==> src/rtl/reorder_buffer.sv <==
// Reorder buffer: in-order retire of out-of-order results gathered from NUM_CDB broadcast channels.
// Optional macro ROB_CDB_BYPASS_EN lets operand lookups see same-cycle CDB results.
module reorder_buffer #(
    parameter int DEPTH   = 16,
    parameter int IDX_W   = $clog2(DEPTH),
    parameter int NUM_CDB = 2,
    parameter int XLEN    = 32,
    parameter int REG_W   = 5
) (
    input  logic                     clk_in,
    input  logic                     rst_in,
    input  logic                     rdy_in,
    input  logic                     issue_valid,
    output logic                     issue_ready,
    input  logic [1:0]               issue_kind,
    input  logic                     issue_done,
    input  logic [XLEN-1:0]          issue_value,
    input  logic [REG_W-1:0]         issue_rd,
    input  logic                     issue_pred_taken,
    input  logic [XLEN-1:0]          issue_alt_pc,
    output logic [IDX_W-1:0]         issue_tag,
    input  logic [NUM_CDB-1:0]       cdb_valid,
    input  logic [NUM_CDB*IDX_W-1:0] cdb_tag,
    input  logic [NUM_CDB*XLEN-1:0]  cdb_value,
    input  logic [IDX_W-1:0]         q1_tag,
    input  logic [IDX_W-1:0]         q2_tag,
    output logic                     q1_ready,
    output logic                     q2_ready,
    output logic [XLEN-1:0]          q1_value,
    output logic [XLEN-1:0]          q2_value,
    output logic                     commit_valid,
    output logic                     commit_wb,
    output logic                     commit_store,
    output logic [IDX_W-1:0]         commit_tag,
    output logic [REG_W-1:0]         commit_rd,
    output logic [XLEN-1:0]          commit_value,
    output logic                     flush_out,
    output logic [XLEN-1:0]          flush_pc,
    output logic [IDX_W:0]           count,
    output logic                     empty
);
    localparam logic [1:0] K_REG = 2'd0, K_STORE = 2'd1, K_BRANCH = 2'd2;
    localparam logic [IDX_W:0] FULL = (IDX_W+1)'(DEPTH);

    logic [DEPTH-1:0]       r_busy, r_done, r_pred;
    logic [1:0]             r_kind  [DEPTH];
    logic [REG_W-1:0]       r_rd    [DEPTH];
    logic [XLEN-1:0]        r_value [DEPTH];
    logic [XLEN-1:0]        r_alt   [DEPTH];
    logic [IDX_W-1:0]       r_head, r_tail;
    logic [IDX_W:0]         r_count;

    logic [NUM_CDB-1:0][IDX_W-1:0] w_ctag;
    logic [NUM_CDB-1:0][XLEN-1:0]  w_cval;
    logic                          w_head_rdy, w_flush, w_commit, w_issue;
    logic [1:0][IDX_W-1:0]         w_qt;
    logic [1:0]                    w_qr;
    logic [1:0][XLEN-1:0]          w_qv;

    assign w_ctag = cdb_tag;
    assign w_cval = cdb_value;

    assign w_head_rdy = r_busy[r_head] && r_done[r_head] && rdy_in;
    assign w_flush    = w_head_rdy && (r_kind[r_head] == K_BRANCH) &&
                        (r_value[r_head][0] != r_pred[r_head]);
    assign w_commit   = w_head_rdy && !w_flush;
    assign w_issue    = issue_valid && issue_ready && rdy_in && !w_flush;

    assign issue_ready  = (r_count < FULL);
    assign issue_tag    = r_tail;
    assign count        = r_count;
    assign empty        = (r_count == '0);
    assign commit_valid = w_commit;
    assign commit_wb    = w_commit && (r_kind[r_head] == K_REG);
    assign commit_store = w_commit && (r_kind[r_head] == K_STORE);
    assign commit_tag   = r_head;
    assign commit_rd    = w_commit ? r_rd[r_head] : '0;
    assign commit_value = w_commit ? r_value[r_head] : '0;
    assign flush_out    = w_flush;
    assign flush_pc     = w_flush ? r_alt[r_head] : '0;

    assign w_qt = {q2_tag, q1_tag};
    always_comb begin
        w_qr = '0;
        w_qv = '0;
        for (int p = 0; p < 2; p++) begin
            w_qr[p] = r_busy[w_qt[p]] && r_done[w_qt[p]];
            w_qv[p] = w_qr[p] ? r_value[w_qt[p]] : '0;
`ifdef ROB_CDB_BYPASS_EN
            // Stored value wins; among channels the lowest index wins (scan high to low).
            if (!w_qr[p] && r_busy[w_qt[p]]) begin
                for (int i = NUM_CDB-1; i >= 0; i--) begin
                    if (cdb_valid[i] && (w_ctag[i] == w_qt[p])) begin
                        w_qr[p] = 1'b1;
                        w_qv[p] = w_cval[i];
                    end
                end
            end
`endif
        end
    end
    assign q1_ready = w_qr[0];
    assign q2_ready = w_qr[1];
    assign q1_value = w_qv[0];
    assign q2_value = w_qv[1];

    always_ff @(posedge clk_in or negedge rst_in) begin
        if (!rst_in) begin
            r_head  <= '0;
            r_tail  <= '0;
            r_count <= '0;
            r_busy  <= '0;
            r_done  <= '0;
            r_pred  <= '0;
            for (int e = 0; e < DEPTH; e++) begin
                r_kind[e]  <= '0;
                r_rd[e]    <= '0;
                r_value[e] <= '0;
                r_alt[e]   <= '0;
            end
        end else if (rdy_in) begin
            if (w_flush) begin
                r_busy  <= '0;
                r_done  <= '0;
                r_head  <= '0;
                r_tail  <= '0;
                r_count <= '0;
            end else begin
                // Descending scan so channel 0's write is the last one scheduled.
                for (int i = NUM_CDB-1; i >= 0; i--) begin
                    if (cdb_valid[i] && r_busy[w_ctag[i]] && !r_done[w_ctag[i]]) begin
                        r_value[w_ctag[i]] <= w_cval[i];
                        r_done[w_ctag[i]]  <= 1'b1;
                    end
                end
                if (w_issue) begin
                    r_busy[r_tail]  <= 1'b1;
                    r_done[r_tail]  <= issue_done;
                    r_kind[r_tail]  <= issue_kind;
                    r_rd[r_tail]    <= issue_rd;
                    r_value[r_tail] <= issue_value;
                    r_pred[r_tail]  <= issue_pred_taken;
                    r_alt[r_tail]   <= issue_alt_pc;
                    r_tail          <= r_tail + 1'b1;
                end
                if (w_commit) begin
                    r_busy[r_head] <= 1'b0;
                    r_done[r_head] <= 1'b0;
                    r_head         <= r_head + 1'b1;
                end
                if (w_issue && !w_commit)
                    r_count <= r_count + 1'b1;
                else if (!w_issue && w_commit)
                    r_count <= r_count - 1'b1;
            end
        end
    end
endmodule

==> config.mk <==
export PLATFORM = sky130hd
export DESIGN_NAME = reorder_buffer
export DESIGN_NICKNAME = d
export VERILOG_FILES = /design/src/rtl/reorder_buffer.sv
export SDC_FILE = /design/constraint.sdc
export NUM_CORES = 2
export LEC_CHECK = 0
export CAP_MARGIN = 20
export CORE_MARGIN = 3
export CORE_UTILIZATION = 45
export CTS_CLUSTER_DIAMETER = 200
export DETAILED_ROUTE_END_ITERATION = 10
export GPL_TIMING_DRIVEN = 1
export PLACE_DENSITY = 0.7
export SLEW_MARGIN = 10
export SYNTH_ARGS = -nofsm -noshare
export SYNTH_HDL_FRONTEND = slang
export SYNTH_SLANG_ARGS = --single-unit
==> constraint.sdc <==
create_clock -name clk_in -period 5.38 [get_ports clk_in]
set_input_delay 1.076 -clock clk_in [delete_from_list [all_inputs] [get_ports clk_in]]
set_output_delay 1.076 -clock clk_in [all_outputs]
set_load 0.01 [all_outputs]
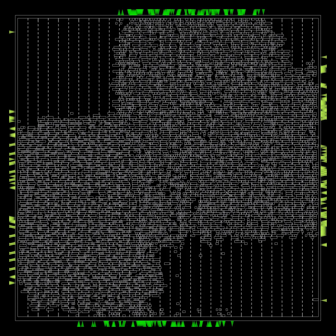
final_placement.png
Well Taps: 2,189
flop share of the area: 35.2%
seq_cells: 1,197
core area: 0.166 mm2

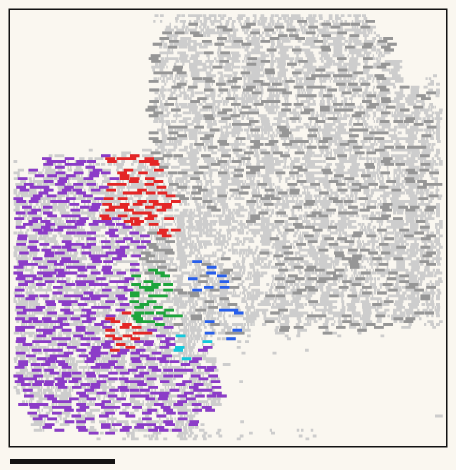
registers.png
Bar = 100 um. Other sequential cells in the stronger gray, the rest of the logic in the fainter gray.
Cyan shows count, placed flops 5, where bottom center. Blue shows r_busy, placed flops 16. Green shows r_kind, placed flops 32. Red shows r_rd, placed flops 80. Purple shows r_alt, placed flops 512.
sequential power: 0.0149 W
Flop area: 0.0300 mm2
final core occ: 51.5%

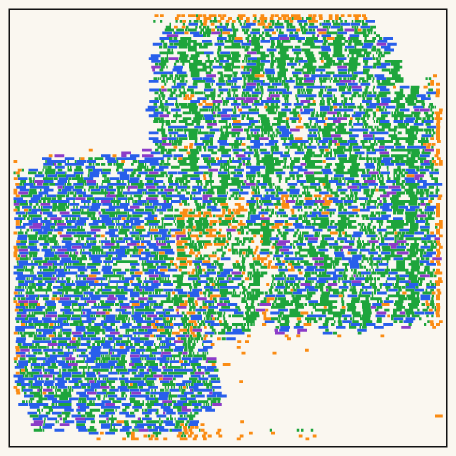
cell_classes.png
Orange shows other buffers and delay cells, cells 550. Blue shows flip-flops, cells 1,197. Purple shows clock drivers and dummy loads, cells 242. Green shows all other logic, cells 5,078.
Finished Cell Area: 0.0852 mm2
Placement Rows: 149

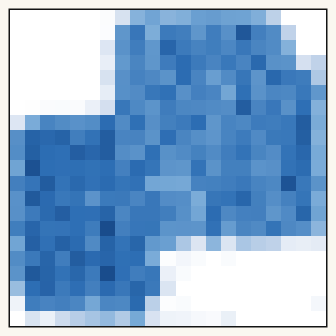
density.png
The die is cut into 21 by 21 equal tiles; white is low, dark blue is high, 0 to 100% covered.
The mean over all tiles is 48%. 20% of the tiles are nearly empty. The fullest tile reaches 89%. 13% of the tiles are over 75% full. The emptiest ninth of the die: upper left.
fp_density: 45.4%

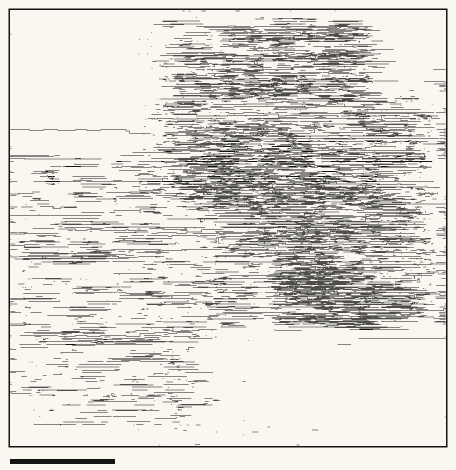
met3.png
Bar = 100 um.
1,182 nets have wire on it. The wires run mostly horizontal.
M3 GR Usage: 15.8%
WL final: 317,000 um

==> deck_impl_summary.md <==
Run Summary

Synthesis
  • Synth flops: 1,197
  • Ys async rst share: 100%
  • Top-area cell type share of the netlist area: approximately two fifths
  • EDFF count, synth: 0
  • Syn nets: ~7,300
  • # Cells Yosys: 7,146
  • Post-Synthesis Cells: 7,146
  • Complex Gates by Area: 15.8%
  • Seq/Total Area, Yosys: 39.8%
  • Post-synthesis instance area: between 0.07 and 0.08 mm2
  • Yosys xor share: less than 1%
  • MUX area fraction: 25.6%
  • Synth area leaders: dfrtp_1 40%, mux4_2 21%, nand2_1 7.4%
  • YS warnings: 0

Global routing
  • Vias in the first global route: approximately 68,000
  • Grt total ovfl: 0
  • GR Util met1: 43.7%
  • Top Usage Layer GRT: met2
  • Global-route wire length before repair: 461,000 um
  • Initial antenna violation count: 49
  • Largest net degree at the start of global routing: about 170

Place
  • Cells after DPL: about 9,000
  • HPWL after DPL: 176,000 um
  • Placer Congestion: 0.955
  • Number of port buffers: approximately 310

Final timing
  • Total Neg Setup Slack: -0.469 ns
  • RSZ-0062 raised after global routing: yes
  • Fmax: 185 MHz
  • Layout Skew: 0.0488 ns
  • Headroom to the max-slew limit: between 10% and 20%
  • Tcrit/Tclk final: 101%
  • Worst-margin pin slew: 1.25 ns
  • Worst setup margin: -0.0372 ns
  • # setup viols final: 20

Critical path
  • CP max FO: 32
  • Crit path max-delay family: buffers and inverters
  • CP Buf/Inv Count: 4
  • Worst Setup SP: commit_tag[0]
  • Critical path destination: commit_value[3]
  • Slowest CP cell: dfrtp_4
  • R2R depth: 11
  • Reg2Reg Setup Slack: 0.55 ns
  • Crit path DAT: 4.34 ns
  • Cell chain of the critical path: buf_4, mux4_2, a22oi_2, nand2_2, xnor2_4, o31ai_1, inv_2, buf_12, and2_1, clkdlybuf4s50_1
  • CP Depth: 10

Cells and area
  • Top cells excl fill/tap: 1,477 x nand2_1, 1,193 x dfrtp_1, 694 x mux4_2
  • Fill count: roughly 14,000
  • Most numerous logic cell after layout: nand2_1
  • Area Overhead vs Synth: 13.3%
  • Top flop regs: r_alt (512), r_value (512), r_rd (80)
  • Final Non-Filler Cells: about 9,300

Pwr
  • P_clk: ~0.0097 W
  • Comb pwr: about 0.016 W

Job
  • Max-Cap Viols: 0

Min path
  • Hold Crit Class: in2async

Clock network
  • Clk root buf: clkbuf_16
  • Total CTS buffers: approximately 140
  • Post-CTS Repair Setup Buffers: 2
  • Post-cts sizing count: 7
  • Clock slew at reported path FFs: ~0.060 ns

Detailed routing
  • Post-DRT Antenna Nets: 0
  • Wire per inst: 34.1 um
  • Remaining DRCs: 1
  • Vias/cell: 7.39

Floorplan
  • Die X: around 410 um

Status
  • Failing checks: DRC, setup timing
  • Status: finished with violations
==> layout make-up <==
class	instances	area share (%)
Timing Repair Buffer	550	6.82
Tap cell	2189	3.22
Inverter	68	0.306
Multi-Input combinational cell	5010	48.9
Clock inverter	38	0.752
Antenna cell	30	0.0881
Clock buffer	204	4.68
Sequential cell	1197	35.2
==> metal layers <==
| layer | vias to the layer above | wire, um | share of wire, % |
|---|---|---|---|
| met2 | 6607 | 134000 | 42 |
| met1 | 33900 | 104000 | 33 |
| met4 | 30 | 26800 | 8.4 |
| li1 | 26300 | - | - |
| met3 | 1841 | 51000 | 16 |
| met5 | - | 196 | 0.062 |
Power is estimated from default activity; no workload was simulated.
